Fig. 1: M1 wires
Drawn at 1 px/um. Supply wires on this layer in gray.
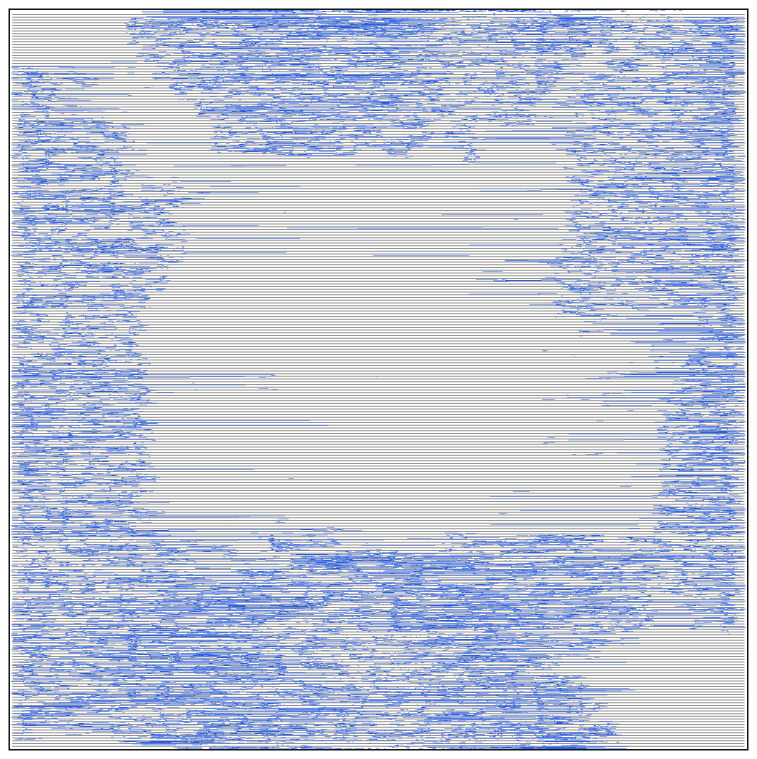
Fig. 2: the metal 2 layer
Drawn at 1 px/um. Cells faint in the background.
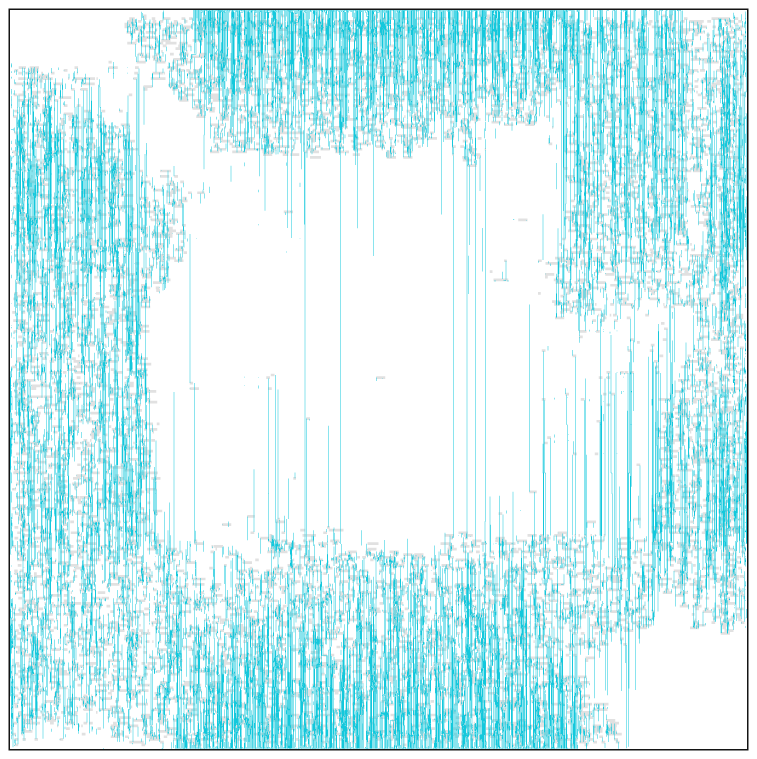
==> config.mk <==
export PLATFORM = sky130hd
export DESIGN_NAME = nonce_sweep_ctrl
export DESIGN_NICKNAME = d
export VERILOG_FILES = /design/src/rtl/miner_pkg.sv /design/src/rtl/hash_lt_target.sv /design/src/rtl/nonce_sweep_ctrl.sv
export SDC_FILE = /design/constraint.sdc
export NUM_CORES = 2
export LEC_CHECK = 0
export CAP_MARGIN = 15
export CORE_AREA = 2 2 735 737
export DETAILED_ROUTE_END_ITERATION = 12
export DIE_AREA = 0 0 737 739
export PLACE_DENSITY = 0.31
export SETUP_SLACK_MARGIN = 0.5
export SLEW_MARGIN = 0
export SYNTH_ARGS = -nofsm -noshare
export SYNTH_HDL_FRONTEND = slang
export SYNTH_SLANG_ARGS = --single-unit
==> constraint.sdc <==
create_clock -name clk -period 68.4 [get_ports clk]
set_clock_uncertainty 0.05 [all_clocks]
set_input_delay 6.84 -clock clk [delete_from_list [all_inputs] [get_ports clk]]
set_output_delay 6.84 -clock clk [all_outputs]
set_load 0.05 [all_outputs]
==> src/rtl/miner_pkg.sv <==
// miner_pkg: shared sweep state encoding, bus widths and nonce insertion helper.
package miner_pkg;
    localparam int BLOCK_W = 512;
    localparam int HASH_W  = 256;
    localparam int NONCE_W = 32;
    localparam int WORD_W  = 32;

    typedef enum logic [2:0] {S_IDLE, S_ISSUE, S_WAIT, S_CHECK, S_DONE} sweep_state_t;

    // Word 0 is the most significant word of the block, matching SHA-256 message order.
    function automatic logic [BLOCK_W-1:0] insert_nonce(input logic [BLOCK_W-1:0] blk,
                                                        input logic [NONCE_W-1:0] nonce,
                                                        input int idx);
        logic [BLOCK_W-1:0] r;
        r = blk;
        r[BLOCK_W-1-idx*WORD_W -: WORD_W] = nonce;
        return r;
    endfunction
endpackage

==> src/rtl/hash_lt_target.sv <==
// hash_lt_target: unsigned digest-below-target compare, purely combinational.
module hash_lt_target
    import miner_pkg::*;
(
    input  logic [HASH_W-1:0] hash,
    input  logic [HASH_W-1:0] target,
    output logic              lt
);
    assign lt = hash < target;
endmodule

==> src/rtl/nonce_sweep_ctrl.sv <==
// nonce_sweep_ctrl: sweeps a nonce range through the SHA-256 core until digest < target.
// Define SWEEP_STATS_EN to add the saturating tried_count statistics port.
module nonce_sweep_ctrl
    import miner_pkg::*;
#(
    parameter int NONCE_WORD = 3
`ifdef SWEEP_STATS_EN
    , parameter int CNT_W = 32
`endif
)(
    input  logic               clk,
    input  logic               reset,
    input  logic               go,
    input  logic               abort,
    input  logic [BLOCK_W-1:0] block_tmpl,
    input  logic [NONCE_W-1:0] nonce_start,
    input  logic [NONCE_W-1:0] nonce_end,
    input  logic [HASH_W-1:0]  target,
    output logic               core_start,
    output logic               core_reset,
    output logic [BLOCK_W-1:0] core_block,
    input  logic [HASH_W-1:0]  core_hash,
    input  logic               core_done,
    output logic               busy,
    output logic               found,
    output logic               exhausted,
    output logic [NONCE_W-1:0] found_nonce,
    output logic [HASH_W-1:0]  found_hash
`ifdef SWEEP_STATS_EN
    , output logic [CNT_W-1:0] tried_count
`endif
);
    sweep_state_t       state, state_nxt;
    logic [BLOCK_W-1:0] tmpl_r;
    logic [NONCE_W-1:0] end_r, cur_nonce, nonce_nxt;
    logic [HASH_W-1:0]  target_r, hash_r;
    logic               first_wait, lt, launch, capture;

    hash_lt_target u_lt (.hash(hash_r), .target(target_r), .lt(lt));

    always_comb begin
        state_nxt = state;
        unique case (state)
            S_IDLE, S_DONE: state_nxt = go ? S_ISSUE : state;
            S_ISSUE:        state_nxt = S_WAIT;
            S_WAIT:         state_nxt = (core_done && !first_wait) ? S_CHECK : S_WAIT;
            S_CHECK:        state_nxt = (lt || cur_nonce == end_r) ? S_DONE : S_ISSUE;
            default:        state_nxt = S_IDLE;
        endcase
        if (abort) state_nxt = S_IDLE;
    end

    assign busy       = state inside {S_ISSUE, S_WAIT, S_CHECK};
    assign core_start = state == S_ISSUE;
    assign launch     = go && !busy && !abort;
    assign capture    = state == S_WAIT && state_nxt == S_CHECK;
    assign nonce_nxt  = launch ? nonce_start : cur_nonce + 32'd1;

    always_ff @(posedge clk or posedge reset) begin
        if (reset) begin
            state       <= S_IDLE;
            tmpl_r      <= '0;
            end_r       <= '0;
            target_r    <= '0;
            cur_nonce   <= '0;
            hash_r      <= '0;
            first_wait  <= 1'b0;
            core_reset  <= 1'b0;
            core_block  <= '0;
            found       <= 1'b0;
            exhausted   <= 1'b0;
            found_nonce <= '0;
            found_hash  <= '0;
`ifdef SWEEP_STATS_EN
            tried_count <= '0;
`endif
        end else begin
            state      <= state_nxt;
            core_reset <= abort && busy;
            // A done level left over from the previous hash is masked for one WAIT cycle.
            first_wait <= state == S_ISSUE;
            if (launch) begin
                tmpl_r      <= block_tmpl;
                end_r       <= nonce_end;
                target_r    <= target;
                found       <= 1'b0;
                exhausted   <= 1'b0;
                found_nonce <= '0;
                found_hash  <= '0;
            end
            if (launch || (state == S_CHECK && state_nxt == S_ISSUE))
                cur_nonce <= nonce_nxt;
            if (state_nxt == S_ISSUE)
                core_block <= insert_nonce(launch ? block_tmpl : tmpl_r, nonce_nxt, NONCE_WORD);
            if (capture)
                hash_r <= core_hash;
            if (state == S_CHECK && !abort) begin
                found       <= found | lt;
                exhausted   <= exhausted | (!lt && cur_nonce == end_r);
                found_nonce <= lt ? cur_nonce : found_nonce;
                found_hash  <= lt ? hash_r : found_hash;
            end
`ifdef SWEEP_STATS_EN
            if (launch)
                tried_count <= '0;
            else if (capture && !(&tried_count))
                tried_count <= tried_count + 1'b1;
`endif
        end
    end
endmodule
==> qor.log <==
qor: detailed_routing.vias_per_cell 3.67
qor: power.design_power_total 5090 uW
qor: synthesis.netlist-cell-type-count 62
qor: synthesis.netlist_area 0.0789 mm^2
qor: placed_design.pre_cts_slack 54.38 ns
qor: synthesis.yosysTopAreaCell dfrtp_1
qor: worst_setup_path.worst_path_top_cell_family_by_delay buffers and inverters
qor: placed_design.port-buffer-count 1865
qor: timing.setup_tns 0 ns
qor: power.seq_cell_power 1720 uW
qor: final_layout.comb_area_share 25.8%
qor: clock_network.clk-insertion-delay-late 0.94 ns
qor: detailed_routing.drt-met1-wl 168 mm
qor: die.placeableCoreArea 0.536 mm^2
qor: synthesis.average_footprint_of_a_synthesized_cell 11.1 um^2
qor: synthesis.synthesis.yosys.warnings 0
qor: worst_setup_path.worstSetupStartpointType input pin
qor: clock_network.cts-buffers-inserted 245
qor: final_layout.final-comb-area 0.0294 mm^2
qor: detailed_routing.post_route_ant_nets 0
qor: timing.timing.final.ws_setup 55.51 ns
qor: placed_design.dp_hpwl 339 mm
qor: clock_network.ctsHtreeMaxLevel 4
qor: worst_setup_path.slowest_stage buf_4
qor: timing.report.final.hold_viol_count 0
qor: power.power.share.combinational 39.2%
qor: die.design.die.area 0.545 mm^2
qor: worst_setup_path.slowest_delay 0.78 ns
qor: synthesis.yosys.area_share.adder 4.06%
qor: global_route.grt_usage 15.3%
qor: final_layout.drive_above_1_share 14.2%
qor: clock_network.clock_sink_count 1863
qor: timing.worst_slew_margin_rel 16.3%
qor: outcome.run_status finished clean
qor: die.tapcell.inserted 7181
qor: final_layout.clkCellAreaFrac 7.44%
qor: detailed_routing.total_length_of_routed_met3_wires 43.0 mm
qor: power.netSwitchingPower 2080 uW
qor: detailed_routing.post-route-drc-count 0
qor: final_layout.num-nets-final 10302
qor: worst_setup_path.setup.worst_path.class in2reg
qor: power.clock_power_share 27.0%
qor: final_layout.layout.comb_gates.multi_input 4626
qor: global_route.grt_first_pass_wirelength 579 mm
qor: timing.final.period_utilization 18.8%
qor: power.seqPwrFrac 33.9%
qor: synthesis.synth_flop_count 1863
qor: synthesis.synth.area.mux_share 13.6%
qor: global_route.gr-total-overflow 0
qor: final_layout.antenna-diode-count 87
qor: power.power.density 44.6 mW/mm^2
qor: final_layout.area.share.sequential 40.8%
qor: synthesis.asyncSetResetFlopFracSynth 100%
qor: global_route.antenna_found_initial 314
qor: final_layout.fin_util 21.3%
qor: synthesis.synthesized_netlist_cell_count 7133
qor: synthesis.post-synth-top-area-fraction 59.1%
qor: synthesis.ys_cells 7133
qor: global_route.first_global_vias 63714
qor: clock_network.cts_setup_buffers 0
qor: final_layout.num-fill-cells 58168
qor: flow_run.stage_log_warnings 91
qor: final_layout.register_area 0.0466 mm^2
qor: global_route.gr-usage-met3 6.65%
qor: die.fp_util 14.7%
qor: global_route.globalRouteMet2Util 26.2%
qor: timing.final-max-slew-violation-count 0
qor: worst_setup_path.critPathMaxFanout 82
qor: die.pin_count 1898
qor: final_layout.final.clkbuf_count 344
qor: synthesis.synth_simple_gate_area_share 13.4%
qor: placed_design.gpl.final_weighted_congestion 0.886
qor: clock_network.cts_tree built
qor: power.power.largest_group combinational cells
qor: final_layout.final_area 0.114 mm^2
qor: timing.worst_margin_slew 1.24 ns
qor: global_route.top_usage_layer met2
qor: detailed_routing.highest-signal-layer met5
qor: global_route.grt.met1_usage 17.6%
qor: synthesis.synth.net_count 8482
qor: final_layout.nNonClkInverters 268
qor: worst_setup_path.crit_top_cell buf_4
qor: detailed_routing.drt_pass1_iterations 6
qor: synthesis.ys_area 0.0789 mm^2
qor: min_path.hold_path_class reg2reg
qor: power.powerClk 1370 uW
qor: final_layout.num-nonclk-buffers 1949
qor: final_layout.areaGrowthSynthToFinish 44.7%
qor: power.power.static_leakage 0.0514 uW
qor: synthesis.synth-xor-area-share 0.777%
qor: synthesis.flip_flops_with_a_built_in_enable 0
qor: detailed_routing.wire_per_inst 26.2 um
qor: min_path.worst_hold_startpoint tmpl_r[495]
qor: synthesis.yosys-top-cells-area dfrtp_1 59%, nand2_1 12%, mux2_4 9.1%
qor: die.core.rowCount 269
Notes on Fig. 1 above:
9489 nets have wire on it. The layer holds 39% of the routed length. The wires run mostly horizontal. The longest straight run is 220 um.

Notes on Fig. 2 above:
The longest straight run is 408 um. The layer carries 207 mm of wire. The layer holds 48% of the routed length. The wires run mostly vertical. 8752 nets have wire on it.

==> worst paths after layout <==
kind | endpoint | depth (start not counted)
worst min register to register | tmpl_r[495] | 2
worst max-delay path | core_block[498] | 13
worst max register to register | core_block[37] | 16
worst min-delay path | tmpl_r[495] | 2
max in group asynchronous | hash_r[93] | 9
min in group asynchronous | core_block[431] | 2
==> registers in the layout, summed over array words and instances, names as in the netlist <==
name	cells
found_nonce	32
cur_nonce	32
tmpl_r	480
core_block	512
hash_r	256
found_hash	256
exhausted	1
end_r	32
first_wait	1
state	3
found	1
core_reset	1
target_r	256
Power is estimated from default activity; no workload was simulated.
